==> src/rtl/fpadd_pipe_pkg.sv <==
// Shared types for the pipelined FP adder: format defaults and special-value tags
// carried alongside the datapath through the stage registers.
package fpadd_pipe_pkg;

  localparam int EXP_W_DEF = 5;
  localparam int MAN_W_DEF = 10;

  typedef enum logic [1:0] {
    SPC_NONE = 2'd0,
    SPC_INF  = 2'd1,
    SPC_NAN  = 2'd2
  } spc_e;

  typedef struct packed {
    spc_e kind;
    logic sign;
  } spc_t;

endpackage

==> src/rtl/fpadd_pipe_if.sv <==
// Operand/result handshake bundle for fpadd_pipe; the producer/consumer side is master.
interface fpadd_pipe_if #(parameter int W = 16);
  logic         in_valid;
  logic         in_ready;
  logic [W-1:0] a;
  logic [W-1:0] b;
  logic         sub;
  logic         out_valid;
  logic         out_ready;
  logic [W-1:0] out;
  logic         overflow;

  modport master (output in_valid, a, b, sub, out_ready,
                  input  in_ready, out_valid, out, overflow);
  modport slave  (input  in_valid, a, b, sub, out_ready,
                  output in_ready, out_valid, out, overflow);
endinterface

==> src/rtl/fpadd_pipe_lzc.sv <==
// Combinational leading-zero counter; all-zero input returns N.
module fpadd_pipe_lzc #(
  parameter int N  = 14,
  parameter int CW = $clog2(N + 1)
) (
  input  logic [N-1:0]  x,
  output logic [CW-1:0] cnt
);

  always_comb begin
    cnt = CW'(N);
    for (int i = 0; i < N; i++) begin
      if (x[i]) cnt = CW'(N - 1 - i);
    end
  end

endmodule

==> src/rtl/fpadd_pipe.sv <==
// Three-stage FP adder/subtractor (align, add, normalise/round) with a single
// pipeline-wide advance enable driven by output backpressure.
module fpadd_pipe
  import fpadd_pipe_pkg::*;
#(
  parameter int EXP_W = EXP_W_DEF,
  parameter int MAN_W = MAN_W_DEF
) (
  input logic        clk,
  input logic        rst_n,
  fpadd_pipe_if.slave bus
);

  localparam int W     = EXP_W + MAN_W + 1;
  localparam int XW    = MAN_W + 4;   // hidden, mantissa, guard, round, sticky
  localparam int EW    = EXP_W + 2;   // signed exponent with headroom
  localparam int LW    = $clog2(XW + 1);
  localparam int EMAX_I = (1 << EXP_W) - 1;
  localparam logic [EXP_W-1:0] EMAX = '1;

  typedef struct packed {
    logic             valid;
    logic             sign;
    logic             eff_sub;
    logic [EXP_W-1:0] exp;
    logic [XW-1:0]    ml;
    logic [XW-1:0]    ms;
    spc_t             spc;
  } s1_t;

  typedef struct packed {
    logic             valid;
    logic             sign;
    logic             zero_sign;
    logic [EXP_W-1:0] exp;
    logic [XW:0]      sum;
    spc_t             spc;
  } s2_t;

  s1_t s1_d, s1_q;
  s2_t s2_d, s2_q;

  logic         rdy_q, ov_q, ovf_q, ovf_d;
  logic [W-1:0] out_q, res_d;
  logic         adv, acc;

  assign adv           = ~ov_q | bus.out_ready;
  assign bus.in_ready  = adv & rdy_q;
  assign acc           = bus.in_valid & bus.in_ready;
  assign bus.out_valid = ov_q;
  assign bus.out       = out_q;
  assign bus.overflow  = ovf_q;

  // S1: classify, order by magnitude, align the smaller operand
  logic             sa, sb, za, zb, ia, ib, na, nb, swap;
  logic [EXP_W-1:0] ea, eb, el, es, diff;
  logic [MAN_W:0]   fa, fb, fl, fs;
  logic [XW-1:0]    ext, shf, lost_mask;

  always_comb begin
    s1_d      = '0;
    lost_mask = '0;
    shf       = '0;
    sa   = bus.a[W-1];
    sb   = bus.b[W-1] ^ bus.sub;
    ea   = bus.a[W-2:MAN_W];
    eb   = bus.b[W-2:MAN_W];
    za   = (ea == '0);
    zb   = (eb == '0);
    ia   = (ea == EMAX) && (bus.a[MAN_W-1:0] == '0);
    ib   = (eb == EMAX) && (bus.b[MAN_W-1:0] == '0);
    na   = (ea == EMAX) && (bus.a[MAN_W-1:0] != '0);
    nb   = (eb == EMAX) && (bus.b[MAN_W-1:0] != '0);
    fa   = za ? '0 : {1'b1, bus.a[MAN_W-1:0]};
    fb   = zb ? '0 : {1'b1, bus.b[MAN_W-1:0]};
    swap = {eb, fb} > {ea, fa};
    el   = swap ? eb : ea;
    es   = swap ? ea : eb;
    fl   = swap ? fb : fa;
    fs   = swap ? fa : fb;
    diff = el - es;
    ext  = {fs, 3'b000};
    if (int'(diff) >= MAN_W + 3) begin
      shf = {{(XW-1){1'b0}}, |fs};
    end else begin
      lost_mask = ~({XW{1'b1}} << diff);
      shf       = ext >> diff;
      shf[0]    = shf[0] | (|(ext & lost_mask));
    end

    s1_d.valid   = acc;
    s1_d.sign    = swap ? sb : sa;
    s1_d.eff_sub = sa ^ sb;
    s1_d.exp     = el;
    s1_d.ml      = {fl, 3'b000};
    s1_d.ms      = shf;
    if (na || nb || (ia && ib && (sa != sb))) begin
      s1_d.spc = '{kind: SPC_NAN, sign: 1'b0};
    end else if (ia) begin
      s1_d.spc = '{kind: SPC_INF, sign: sa};
    end else if (ib) begin
      s1_d.spc = '{kind: SPC_INF, sign: sb};
    end else begin
      s1_d.spc = '{kind: SPC_NONE, sign: 1'b0};
    end
  end

  // S2: magnitude add/sub; ml >= ms is guaranteed by the S1 ordering
  always_comb begin
    s2_d           = '0;
    s2_d.valid     = s1_q.valid;
    s2_d.sign      = s1_q.sign;
    s2_d.zero_sign = s1_q.eff_sub ? 1'b0 : s1_q.sign;
    s2_d.exp       = s1_q.exp;
    s2_d.spc       = s1_q.spc;
    s2_d.sum       = s1_q.eff_sub ? ({1'b0, s1_q.ml} - {1'b0, s1_q.ms})
                                  : ({1'b0, s1_q.ml} + {1'b0, s1_q.ms});
  end

  // S3: normalise, round to nearest even, pack
  logic [LW-1:0]        lz;
  logic [XW-1:0]        nrm;
  logic signed [EW-1:0] en, er;
  logic [MAN_W+1:0]     mr;
  logic [MAN_W-1:0]     man;
  logic                 rup;

  fpadd_pipe_lzc #(.N(XW), .CW(LW)) u_lzc (
    .x   (s2_q.sum[XW-1:0]),
    .cnt (lz)
  );

  always_comb begin
    res_d = '0;
    ovf_d = 1'b0;
    if (s2_q.sum[XW]) begin
      nrm = {s2_q.sum[XW:2], s2_q.sum[1] | s2_q.sum[0]};
      en  = EW'(s2_q.exp) + EW'(1);
    end else begin
      nrm = s2_q.sum[XW-1:0] << lz;
      en  = EW'(s2_q.exp) - EW'(lz);
    end
    rup = nrm[2] & (nrm[1] | nrm[0] | nrm[3]);
    mr  = {1'b0, nrm[XW-1:3]} + (MAN_W+2)'(rup);
    if (mr[MAN_W+1]) begin
      er  = en + EW'(1);
      man = mr[MAN_W:1];
    end else begin
      er  = en;
      man = mr[MAN_W-1:0];
    end

    if (s2_q.spc.kind == SPC_NAN) begin
      res_d = {1'b0, EMAX, 1'b1, {(MAN_W-1){1'b0}}};
    end else if (s2_q.spc.kind == SPC_INF) begin
      res_d = {s2_q.spc.sign, EMAX, {MAN_W{1'b0}}};
    end else if (s2_q.sum == '0) begin
      res_d = {s2_q.zero_sign, {(W-1){1'b0}}};
    end else if (int'(en) <= 0) begin
      res_d = {s2_q.sign, {(W-1){1'b0}}};
    end else if (int'(er) >= EMAX_I) begin
      res_d = {s2_q.sign, EMAX, {MAN_W{1'b0}}};
      ovf_d = 1'b1;
    end else begin
      res_d = {s2_q.sign, er[EXP_W-1:0], man};
    end
  end

  always_ff @(posedge clk or negedge rst_n) begin
    if (!rst_n) begin
      rdy_q <= 1'b0;
      s1_q  <= '0;
      s2_q  <= '0;
      ov_q  <= 1'b0;
      out_q <= '0;
      ovf_q <= 1'b0;
    end else begin
      rdy_q <= 1'b1;
      if (adv) begin
        s1_q  <= s1_d;
        s2_q  <= s2_d;
        ov_q  <= s2_q.valid;
        out_q <= res_d;
        ovf_q <= ovf_d;
      end
    end
  end

endmodule

==> src/flat_wrapper.sv <==
// flat-port wrapper written by rule: the top's interface ports become plain ports
module fpadd_pipe_flat import fpadd_pipe_pkg::*;
#(
  parameter int EXP_W = EXP_W_DEF,
  parameter int MAN_W = MAN_W_DEF
)
  (clk, rst_n, bus_in_valid, bus_a, bus_b, bus_sub, bus_out_ready, bus_in_ready, bus_out_valid, bus_out, bus_overflow);
  fpadd_pipe_if #(.W(16)) bus_i ();
  input logic clk;
  input logic rst_n;
  input wire logic [$bits(bus_i.in_valid)-1:0] bus_in_valid;
  input wire logic [$bits(bus_i.a)-1:0] bus_a;
  input wire logic [$bits(bus_i.b)-1:0] bus_b;
  input wire logic [$bits(bus_i.sub)-1:0] bus_sub;
  input wire logic [$bits(bus_i.out_ready)-1:0] bus_out_ready;
  output wire logic [$bits(bus_i.in_ready)-1:0] bus_in_ready;
  output wire logic [$bits(bus_i.out_valid)-1:0] bus_out_valid;
  output wire logic [$bits(bus_i.out)-1:0] bus_out;
  output wire logic [$bits(bus_i.overflow)-1:0] bus_overflow;
  assign bus_i.in_valid = bus_in_valid;
  assign bus_i.a = bus_a;
  assign bus_i.b = bus_b;
  assign bus_i.sub = bus_sub;
  assign bus_i.out_ready = bus_out_ready;
  assign bus_in_ready = bus_i.in_ready;
  assign bus_out_valid = bus_i.out_valid;
  assign bus_out = bus_i.out;
  assign bus_overflow = bus_i.overflow;
  fpadd_pipe #(.EXP_W(EXP_W), .MAN_W(MAN_W)) u_core (.clk(clk), .rst_n(rst_n), .bus(bus_i));
endmodule
==> config.mk <==
export PLATFORM = sky130hd
export DESIGN_NAME = fpadd_pipe_flat
export DESIGN_NICKNAME = d
export VERILOG_FILES = /design/src/rtl/fpadd_pipe_pkg.sv /design/src/rtl/fpadd_pipe_if.sv /design/src/rtl/fpadd_pipe_lzc.sv /design/src/rtl/fpadd_pipe.sv /design/src/flat_wrapper.sv
export SDC_FILE = /design/constraint.sdc
export NUM_CORES = 1
export LEC_CHECK = 0
export ABC_AREA = 1
export CORE_MARGIN = 8
export CORE_UTILIZATION = 54
export CTS_BUF_LIST = sky130_fd_sc_hd__clkbuf_8
export DETAILED_ROUTE_END_ITERATION = 10
export HOLD_SLACK_MARGIN = 0.12
export PLACE_DENSITY = 0.77
export SETUP_SLACK_MARGIN = 0.05
export SYNTH_ARGS = -nofsm -noshare
export SYNTH_HDL_FRONTEND = slang
export SYNTH_HIERARCHICAL = 1
export SYNTH_SLANG_ARGS = --single-unit
export TNS_END_PERCENT = 20
==> constraint.sdc <==
create_clock -name clk -period 8.8 [get_ports clk]
set_input_delay 1.76 -clock clk [delete_from_list [all_inputs] [get_ports clk]]
set_output_delay 1.76 -clock clk [all_outputs]
set_load 0.01 [all_outputs]
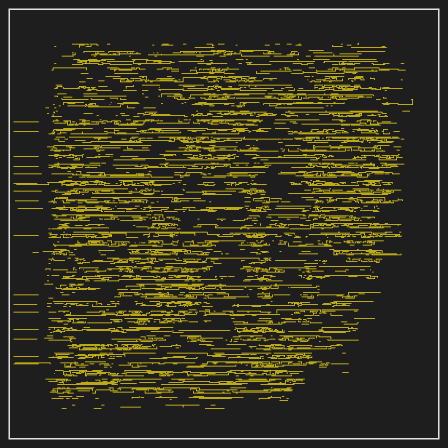
(run_1/layer_met1.png)
wire length on this layer = 9,010 um
longest straight run = 30.8 um
nets with wire on the layer = 1,188
detailed-route via count: 7,487
final wirelength: 19,100 um
met1 Resource Use GR: 29.1%

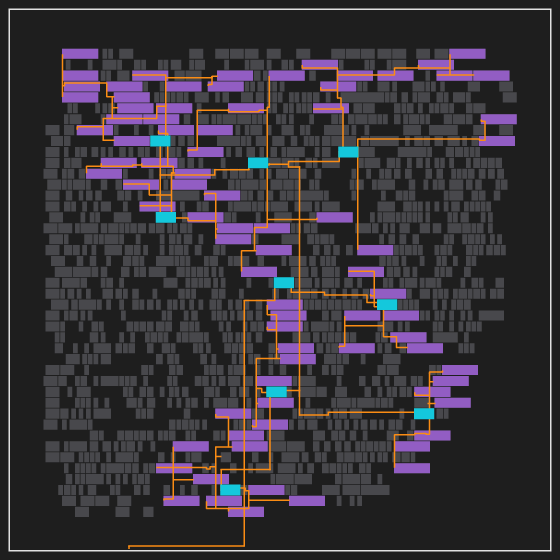
(run_1/clk_routes.png)
clock drivers -> cyan  # count 9
flip-flops -> purple  # count 81
clock wires -> orange  # length 1,060 um
routed clock nets = 10

==> notes.md, run 1 <==
The following summarizes the physical implementation.

Status
The run finished with clean final reports.

Worst setup path
The worst register-to-register path ends at u_core/bus.out[12]. The type of element capturing the critical path is a flip-flop. The critical path endpoint has a required time of just over 9 ns.

Cells and area
The share of final-layout standard cells stronger than drive strength 1 is ~7.0%. By instance count after routing, the leading logic cell types are sky130_fd_sc_hd__nand2_1 (341), sky130_fd_sc_hd__inv_1 (123), sky130_fd_sc_hd__nand3_1 (112).

Global route
The pin count of the biggest net entering global routing is 75. The initial antenna violation count is 0. Global routing used about a fifth of the available tracks.

The total global routing overflow is 0. The via count of the first global-routing pass is between 6k and 7k.

Clock network
The insertion delay of the later-clocked pin in the worst-skew pair is roughly 0.38 ns. The number of buffers inserted to repair setup after CTS is 0. The maximum clock insertion buffer count is 2. The clock tree root driver cell is sky130_fd_sc_hd__clkbuf_8.

The H-tree was split into 3 levels.

Power
Of the total power, the clock network draws 12.2%. The power report puts the leakage power at roughly 4.3 nW. Of all power groups, the one with the highest power is combinational logic. The script computed a power per unit cell area of between 300 and 400 mW/mm^2.

Logic synthesis
Summing every instance area after synthesis gives around 0.0076 mm^2. After synthesis, flip-flops and latches occupy between 20% and 30% of the total area.

Drt
The starting DRC count in detailed routing is 527. The routed wirelength on the met1 layer is recorded as 9010 um. The highest metal layer carrying signal wires in the routed design is met4.

Timing
The worst hold slack across all endpoints is 0.465 ns. The total negative slack for setup checks is 0 ns. The shortest clock period the worst path allows after layout is 6.22 ns.

Floorplanning
The vertical die dimension reported for this design is 135 um. The floorplan step defined a core boundary enclosing around 0.014 mm^2.

Flow run
The max-cap violation count is 0.

Placed design
Summed over all nets, the half-perimeter wirelength after detailed placement is around 15,000 um. The weighted congestion at the end of routability-driven global placement is around 0.9.

Worst hold path
The worst hold path endpoint is u_core/bus.out_valid.
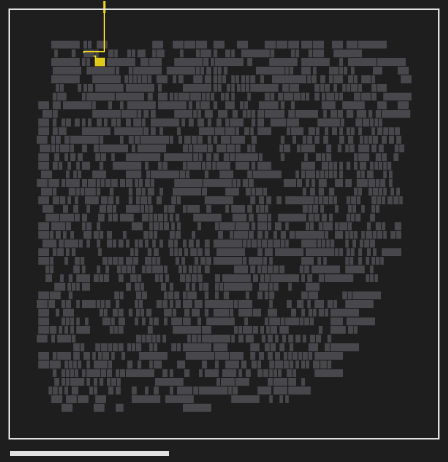
(run_1/io_fan.png)
Bar = 50 um.
`bus_in_valid` -> yellow  # bits 1, direction input, end cells 1, wire 22.0 um

-- run 1: cells in the mapped netlist, types with 12 or more instances --
| library cell | number | area, um^2 |
|---|---|---|
| sky130_fd_sc_hd__inv_1 | 123 | 462 |
| sky130_fd_sc_hd__dfrtp_1 | 81 | 2030 |
| sky130_fd_sc_hd__nand4_1 | 20 | 125 |
| sky130_fd_sc_hd__ha_1 | 49 | 613 |
| sky130_fd_sc_hd__nand2_2 | 15 | 93.8 |
| sky130_fd_sc_hd__o21ai_0 | 102 | 510 |
| sky130_fd_sc_hd__xor2_1 | 12 | 105 |
| sky130_fd_sc_hd__clkbuf_1 | 27 | 101 |
| sky130_fd_sc_hd__a21oi_1 | 48 | 240 |
| sky130_fd_sc_hd__nand3_1 | 112 | 561 |
| sky130_fd_sc_hd__nand2_1 | 341 | 1280 |
| sky130_fd_sc_hd__nor2_1 | 84 | 315 |
-- run 1: worst max-delay path: stages --
cell and delay [ns]:
sky130_fd_sc_hd__clkdlybuf4s50_1 0.52, sky130_fd_sc_hd__nor3_1 0.22, sky130_fd_sc_hd__nand3_1 0.43, sky130_fd_sc_hd__nand2_1 0.19, sky130_fd_sc_hd__inv_1 0.09, sky130_fd_sc_hd__ha_1 0.30, sky130_fd_sc_hd__nand2_1 0.07, sky130_fd_sc_hd__nor2_1 0.17
sky130_fd_sc_hd__nand2_1 0.07, sky130_fd_sc_hd__nand2_1 0.05, sky130_fd_sc_hd__nand2_1 0.05, sky130_fd_sc_hd__nand2_2 0.22, sky130_fd_sc_hd__nand2_2 0.41, sky130_fd_sc_hd__nand2_1 0.20, sky130_fd_sc_hd__nand3_1 0.13, sky130_fd_sc_hd__ha_1 0.20
sky130_fd_sc_hd__inv_1 0.09, sky130_fd_sc_hd__nand3_2 0.10, sky130_fd_sc_hd__nand2_1 0.07, sky130_fd_sc_hd__nand2_1 0.38, sky130_fd_sc_hd__nand2_1 0.26, sky130_fd_sc_hd__nand2_1 0.07, sky130_fd_sc_hd__nor2_1 0.10, sky130_fd_sc_hd__nand3_1 0.07
sky130_fd_sc_hd__nand2_1 0.06, sky130_fd_sc_hd__nand3_1 0.07, sky130_fd_sc_hd__nand2_1 0.06, sky130_fd_sc_hd__nand2_1 0.04
-- run 1: through the flow --
| step | util (%) | instances | worst slack, ns | cell area, um^2 | total power, mW |
|---|---|---|---|---|---|
| 6_report | 61.0 | 1371 | 2.58 | 8430 | 2.61 |
| 5_1_grt | 61.0 | 1371 | 2.12 | 8430 | 2.87 |
| 4_1_cts | 61.0 | 1371 | 2.66 | 8430 | 2.61 |
| 3_5_place_dp | 59.3 | 1355 | 2.25 | 8200 | 2.28 |
| 3_3_place_gp | 59.3 | 1355 | 2.37 | 8200 | 2.26 |
| 2_1_floorplan | - | 1159 | 4.18 | 7610 | 1.90 |
-- run 1: layout make-up --
type	count	area [um^2]
inverter	137	542
timing repair buffer	60	586
fill	1328	5400
clock buffer	9	124
sequential	81	2030
clock inverter	7	108
tap	180	225
multi-input combinational	897	4820
-- run 1: metal layers --
layer / vias up / track usage [%]
met5: - / 0
met3: 24 / 2.93
met1: 3379 / 29.1
met4: 0 / 6.99
met2: 210 / 34.0
li1: 3874 / -
==> run_1/congestion.png <==
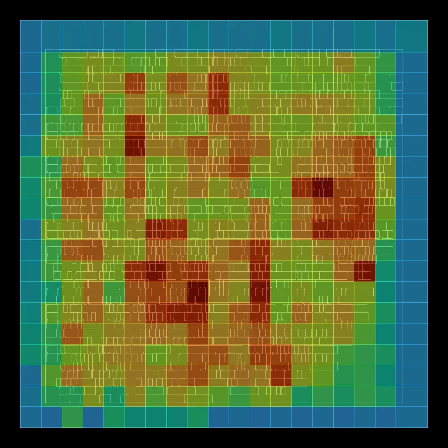

## Run 2: what changed since run 1
clock period = 6.34 ns   (was 8.8 ns; I/O delays follow)
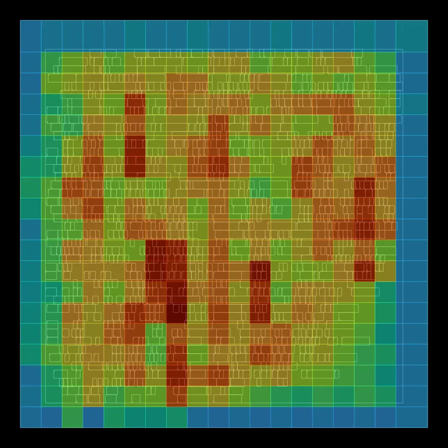
(run_2/congestion.png)
Most Used Layer, Global Route: met2
global routing usage on met2: 34.1%
Final Core Density: 61.0%
routed len/inst: 14.1 um

==> run 2 against run 1 <==
Effect of this change:
- non-clock buffer count up 1
- die size stayed put
- clock power up 38%
- largest cell class unchanged
==> notes.md, run 2 <==
The following summarizes the physical implementation.

Logic synthesis
The share of the yosys chip area belonging to registers is 26.6% (unchanged). The number of distinct library cell variants in the gate-level netlist after synthesis is 56 (unchanged). The area of the mapped netlist is 0.00761 mm^2 (unchanged). Cells taking the most area after synthesis: sky130_fd_sc_hd__dfrtp_1 (27%), sky130_fd_sc_hd__nand2_1 (17%), sky130_fd_sc_hd__ha_1 (8.1%) (unchanged).

The number of warnings reported in the yosys synthesis log is 6 (unchanged). The area fraction of the dominant cell type after synthesis was 26.6% (unchanged). Commonest cells post-synth: sky130_fd_sc_hd__nand2_1 (341), sky130_fd_sc_hd__inv_1 (123), sky130_fd_sc_hd__nand3_1 (112), sky130_fd_sc_hd__o21ai_0 (102), sky130_fd_sc_hd__nor2_1 (84) (unchanged). The dominant cell type by area after synthesis is sky130_fd_sc_hd__dfrtp_1 (unchanged). The most common flop cell mapped by yosys is sky130_fd_sc_hd__dfrtp_1 (unchanged).

The number of nets at floorplan is 1,247 (unchanged).

Global route
The via count of the first global-routing pass came to 6,826 (was 6,914). The pin count of the biggest net entering global routing is 75 (unchanged). The initial antenna violation count is 0 (unchanged).

The global-route usage over all layers came to 21.7% (was 21.4%). The total global routing overflow is 0 (unchanged).

Cells and area
The multi-input combinational cell area is 0.00482 mm^2 (unchanged). The area of all placed cells without fillers is 0.00844 mm^2 (was 0.00843 mm^2). The total area of sequential cells is 0.00203 mm^2 (unchanged). The count of fill cells added during filler insertion is 1,322 (was 1,328). The share of final-layout standard cells stronger than drive strength 1 came to 7.05% (was 6.97%). Most numerous logic cells after layout: sky130_fd_sc_hd__nand2_1 (341), sky130_fd_sc_hd__inv_1 (123), sky130_fd_sc_hd__nand3_1 (112) (unchanged).

Flow run
The max-cap violation count is 0 (unchanged).

Clock network
The maximum clock insertion buffer count is 2 (unchanged). The CTS sink count is 81 (unchanged). The clock tree root driver cell is sky130_fd_sc_hd__clkbuf_8 (unchanged). The number of buffers inserted to repair setup after CTS is 0 (unchanged). The H-tree depth is 3 (unchanged).

Worst setup path
The delay contributed by the slowest stage of the critical path is 0.51 ns (was 0.52 ns). The most used cell along the critical path is sky130_fd_sc_hd__nand2_1 (unchanged). The cell at the slowest stage of the critical path is sky130_fd_sc_hd__clkdlybuf4s50_1 (unchanged). The type of element capturing the critical path was a flip-flop (unchanged).

Drt
The remaining antenna violation count is 0 (unchanged). The via count of the routed design is 7,541 (was 7,487). The starting DRC count in detailed routing is 543 (was 527). The final routed wirelength across all metal layers is 19,300 um (was 19,100 um).

Timing
The shortest clock period the worst path allows after layout is 5.40 ns. The total negative slack for setup checks was 0 ns (unchanged).

Floorplanning
The die boundary height is 135 um (unchanged). The area of the core is 0.0138 mm^2 (unchanged).

Status
Run status: finished clean (unchanged).

Placed design
The placed cell area was 0.00821 mm^2 (was 0.00820 mm^2). The total half-perimeter wirelength after legalization and detailed placement is 15,000 um (was 14,800 um).

Power
The power density over the cells is 430 mW/mm^2 (was 309 mW/mm^2).
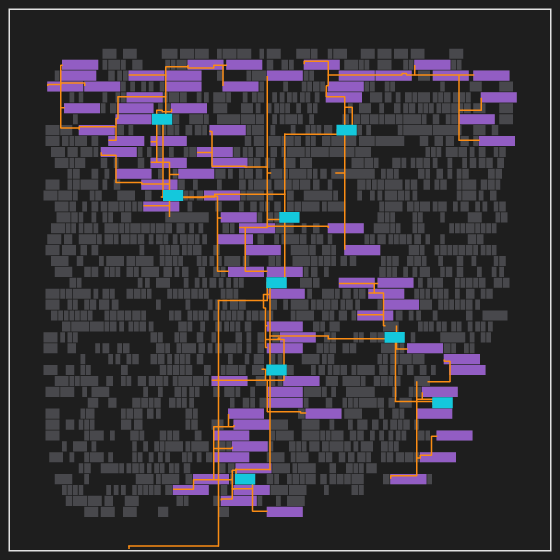
(run_2/clk_routes.png)
clock wires -> orange  # length 1,040 um
clock drivers -> cyan  # count 9
flip-flops -> purple  # count 81
routed clock nets = 10
power drawn by the clock network: 0.440 mW
part of the total power dissipated in the clock network: 12.1%
Clock Skews: 0.0172 ns
insertion delay of the later-clocked pin in the worst-skew pair: 0.38 ns

==> run 2: per-layer routing <==
metal | GRT usage [%] | up-vias | routed length [um] | part of all wire, %
met5 | 0 | - | 0 | 0
met4 | 7.55 | 0 | 406 | 2.1
met3 | 2.56 | 39 | 887 | 4.6
met2 | 34.1 | 225 | 8920 | 46
met1 | 30.2 | 3407 | 9130 | 47
li1 | - | 3870 | - | -
==> run 2: logic make-up (layout without fill, tap and decap cells) <==
family / Yosys count / count (layout)
AND-OR/OR-AND: 204 / 204
adder cells (fa/ha/maj): 51 / 51
buffers and inverters: 181 / 214
multiplexers: 2 / 2
other: 1 / 1
flip-flops: 81 / 81
XOR/XNOR: 21 / 21
AND/OR/NAND/NOR: 618 / 618
==> run 2: final cells by class <==
cell class	instances	share of cell area (%)
Clock buffer	9	1.47
Clock inverter	7	1.28
Inverter	137	6.42
Multi-Input combinational cell	897	57.1
Sequential cell	81	24.0
Tap cell	180	2.67
Timing Repair Buffer	61	7.03
==> run 2: power by group through the flow <==
| stage | clock (mW) | sequential [mW] | combinational [mW] |
|---|---|---|---|
| after detailed placement | 0 | 0.889 | 2.28 |
| after floorplan | 0 | 0.838 | 1.80 |
| after CTS | 0.456 | 0.879 | 2.29 |
| final | 0.440 | 0.880 | 2.31 |
| after global routing | 0.473 | 0.905 | 2.61 |
| after global placement | 0 | 0.886 | 2.25 |
==> run 2: path summary, 6_finish.rpt <==
path                                 startpoint              endpoint  cells past startpoint
worst max-delay path                  bus_b[11]        u_core/s1_q[3]                     26
worst max register to register   u_core/s2_q[3]    u_core/bus.out[10]                     29
worst min-delay path            u_core/s2_q[25]  u_core/bus.out_valid                      2
worst min register to register  u_core/s2_q[25]  u_core/bus.out_valid                      2
min in group asynchronous                 rst_n       u_core/s1_q[24]                      1
max in group asynchronous                 rst_n        u_core/s2_q[3]                      2
==> run 2: worst max-delay path: cells and delay by family <==
family,cells,cell delay [ns]
simple gates,21,3.21
buf+inv,3,0.69
fa+ha+maj,2,0.50
==> run 2: stage by stage <==
stage	hold slack [ns]	utilization, %	total power [mW]	setup WS [ns]	cells
after global routing	0.504	61.0	3.99	0.481	1372
final	0.457	61.0	3.63	0.944	1372
after global placement	0.432	59.4	3.14	0.730	1356
after CTS	0.459	61.0	3.63	1.03	1372
after detailed placement	0.435	59.4	3.17	0.617	1356
after floorplan	0.420	-	2.64	2.21	1159
==> run_2/io_fan.png <==
Bar = 50 um.
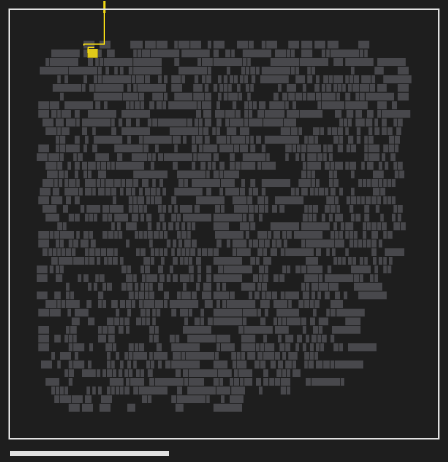

## Run 3: what changed since run 2
CORE_UTILIZATION = 40   (was 54)
PLACE_DENSITY = 0.61   (was 0.77)
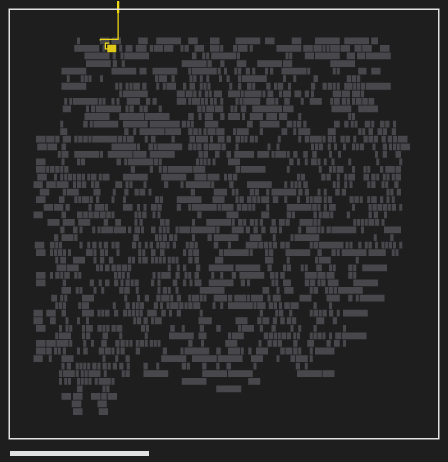
(run_3/io_fan.png)
Bar = 50 um.
`bus_in_valid` -> yellow  # bits 1, direction input, end cells 1, wire 21.5 um
number of input and output port buffers inserted: 55
I/O pin count: 56

==> run 3 against run 2 <==
Effect of this change:
- sequential power about the same
- clock-buffer cell count unchanged
- clock skew shrank 0.0079 ns
- setup slack gained 0.13 ns
- worst hold slack better by 0.0031 ns
- first-iteration DRC count shrank 7.2%
- die size up 31%
- maximum frequency up 2.4%
- synthesized area stayed put
- clock power is 2% higher
- register-to-register slack got worse by 0.04 ns
- critical path type unchanged
==> notes.md, run 3 <==
The following summarizes the physical implementation.

Logic synthesis
Cells taking the most area after synthesis: sky130_fd_sc_hd__dfrtp_1 (27%), sky130_fd_sc_hd__nand2_1 (17%), sky130_fd_sc_hd__ha_1 (8.1%) (unchanged). The dominant cell type by area after synthesis is sky130_fd_sc_hd__dfrtp_1 (unchanged). The most frequent cell after synthesis was sky130_fd_sc_hd__nand2_1 (unchanged). The share of the yosys chip area belonging to registers is 26.6% (unchanged). The number of nets at floorplan came to 1,247 (unchanged). The area fraction of the dominant cell type after synthesis is 26.6% (unchanged). The number of distinct library cell variants in the gate-level netlist after synthesis is 56 (unchanged).

Power
The power density over the cells was 427 mW/mm^2 (was 430 mW/mm^2). The total power came to 3.64 mW (was 3.63 mW).

Drt
The via count of the routed design is 7,416 (was 7,541). The highest routing layer actually used is met4 (unchanged). The starting DRC count in detailed routing is 504 (was 543). The post-detailed-route wirelength per cell is 14.1 um (about the same). The wire length the detailed router placed on met1 is 10,300 um (was 9130 um). The routed length on met2 is 8880 um (was 8920 um). The final routed wirelength across all metal layers was 20,200 um (was 19,300 um).

Cells and area
The core occupancy in the finished layout came to 45.5% (was 61.0%). The area of all placed cells without fillers is 0.00851 mm^2 (was 0.00844 mm^2). The final instance count without filler cells is 1,427 (was 1,372). The count of fill cells added during filler insertion was 1,952 (was 1,322).

The share of final-layout standard cells stronger than drive strength 1 is 7.12% (was 7.05%). Most numerous logic cells after layout: sky130_fd_sc_hd__nand2_1 (341), sky130_fd_sc_hd__inv_1 (123), sky130_fd_sc_hd__nand3_1 (112) (unchanged).

Timing
The shortest clock period the worst path allows after layout is 5.27 ns (was 5.40 ns). The setup clock skew after layout is 0.00938 ns (was 0.0172 ns).

Clock network
The insertion delay of the later-clocked pin in the worst-skew pair is 0.37 ns (was 0.38 ns). The maximum clock insertion buffer count is 2 (unchanged). The clock tree root driver cell is sky130_fd_sc_hd__clkbuf_8 (unchanged). The H-tree depth came to 3 (unchanged).

Worst setup path
The family with the most delay on the worst path is simple AND/OR/NAND/NOR gates (unchanged). The depth of the worst register-to-register path is 29 (unchanged). The type of element capturing the critical path is a flip-flop (unchanged). The required arrival time at the worst endpoint is 6.61 ns (was 6.62 ns). The buffers plus inverters on the worst setup path came to 3 (unchanged).

Global route
The total global routing overflow is 0 (unchanged). The global-route usage over all layers is 17.4% (was 21.7%). The initial antenna violation count was 0 (unchanged). The pin count of the biggest net entering global routing is 75 (unchanged).

Placed design
The cell count after placement is 1,411 (was 1,356).

Status
Run status: finished clean (unchanged).

Flow run
The max-cap violation count is 0 (unchanged).

Floorplanning
The die boundary height is 154 um (was 135 um). The area of the core is 0.0187 mm^2 (was 0.0138 mm^2).
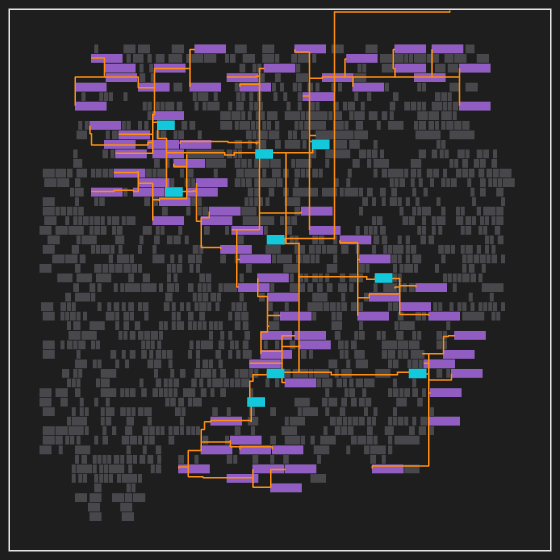
(run_3/clk_routes.png)
clock drivers -> cyan  # count 9
clock wires -> orange  # length 1,170 um
flip-flops -> purple  # count 81
routed clock nets = 10

run 3: netlist changes by cell type in the layout (fill, tap and decap cells not counted):
cell	before	now
sky130_fd_sc_hd__clkinv_4	0	1
sky130_fd_sc_hd__clkinvlp_4	1	0
sky130_fd_sc_hd__buf_4	7	8
run 3: kinds of logic (layout without fill, tap and decap cells):
kind of cell             count (synthesis)  count (layout)  share of synthesized area (%)
AND-OR/OR-AND                          204             204                           15.3
multiplexers                             2               2                          0.263
other                                    1               1                         0.0493
adder cells (fa/ha/maj)                 51              51                           8.59
buffers and inverters                  181             215                           10.1
flip-flops                              81              81                           26.6
XOR/XNOR                                21              21                           2.52
AND/OR/NAND/NOR                        618             618                           36.5
run 3: final timing paths:
check / to / startpoint / slack (ns)
worst max-delay path: u_core/s1_q[3] / bus_b[11] / 1.07
worst max register to register: u_core/bus.out[13] / u_core/s2_q[3] / 1.85
max in group asynchronous: u_core/s1_q[12] / rst_n / 4.48
min in group asynchronous: u_core/bus.out[3] / rst_n / 0.69
worst min register to register: u_core/bus.out_valid / u_core/s2_q[25] / 0.46
worst min-delay path: u_core/bus.out_valid / u_core/s2_q[25] / 0.46
run 3: report_power, final:
part	internal, mW	total [mW]	switching, mW	leakage [nW]
registers	0.685	0.882	0.197	0.997
logic	0.861	2.31	1.45	3.17
clock network	0.231	0.447	0.216	0.118
run 3: tightest hold or removal path, delay by kind of cell, from the launching register on:
family        cells  cell delay [ns]
flops             1             0.34
simple gates      1             0.05
buf+inv           1             0.04
run 3: area by class of cell:
type / count / area, um^2 / area share (%)
Clock inverter: 7 / 109 / 1.28
Clock buffer: 9 / 124 / 1.45
Inverter: 137 / 542 / 6.36
Sequential cell: 81 / 2030 / 23.8
Multi-Input combinational cell: 897 / 4820 / 56.6
Tap cell: 234 / 293 / 3.44
Timing Repair Buffer: 62 / 601 / 7.05
run 3: layer usage:
layer | up-vias | global-route usage (%)
li1 | 3874 | -
met1 | 3371 | 24.7
met2 | 153 | 27.3
met3 | 18 | 2.38
met4 | 0 | 4.48
met5 | - | 0
Power is estimated from default activity; no workload was simulated.
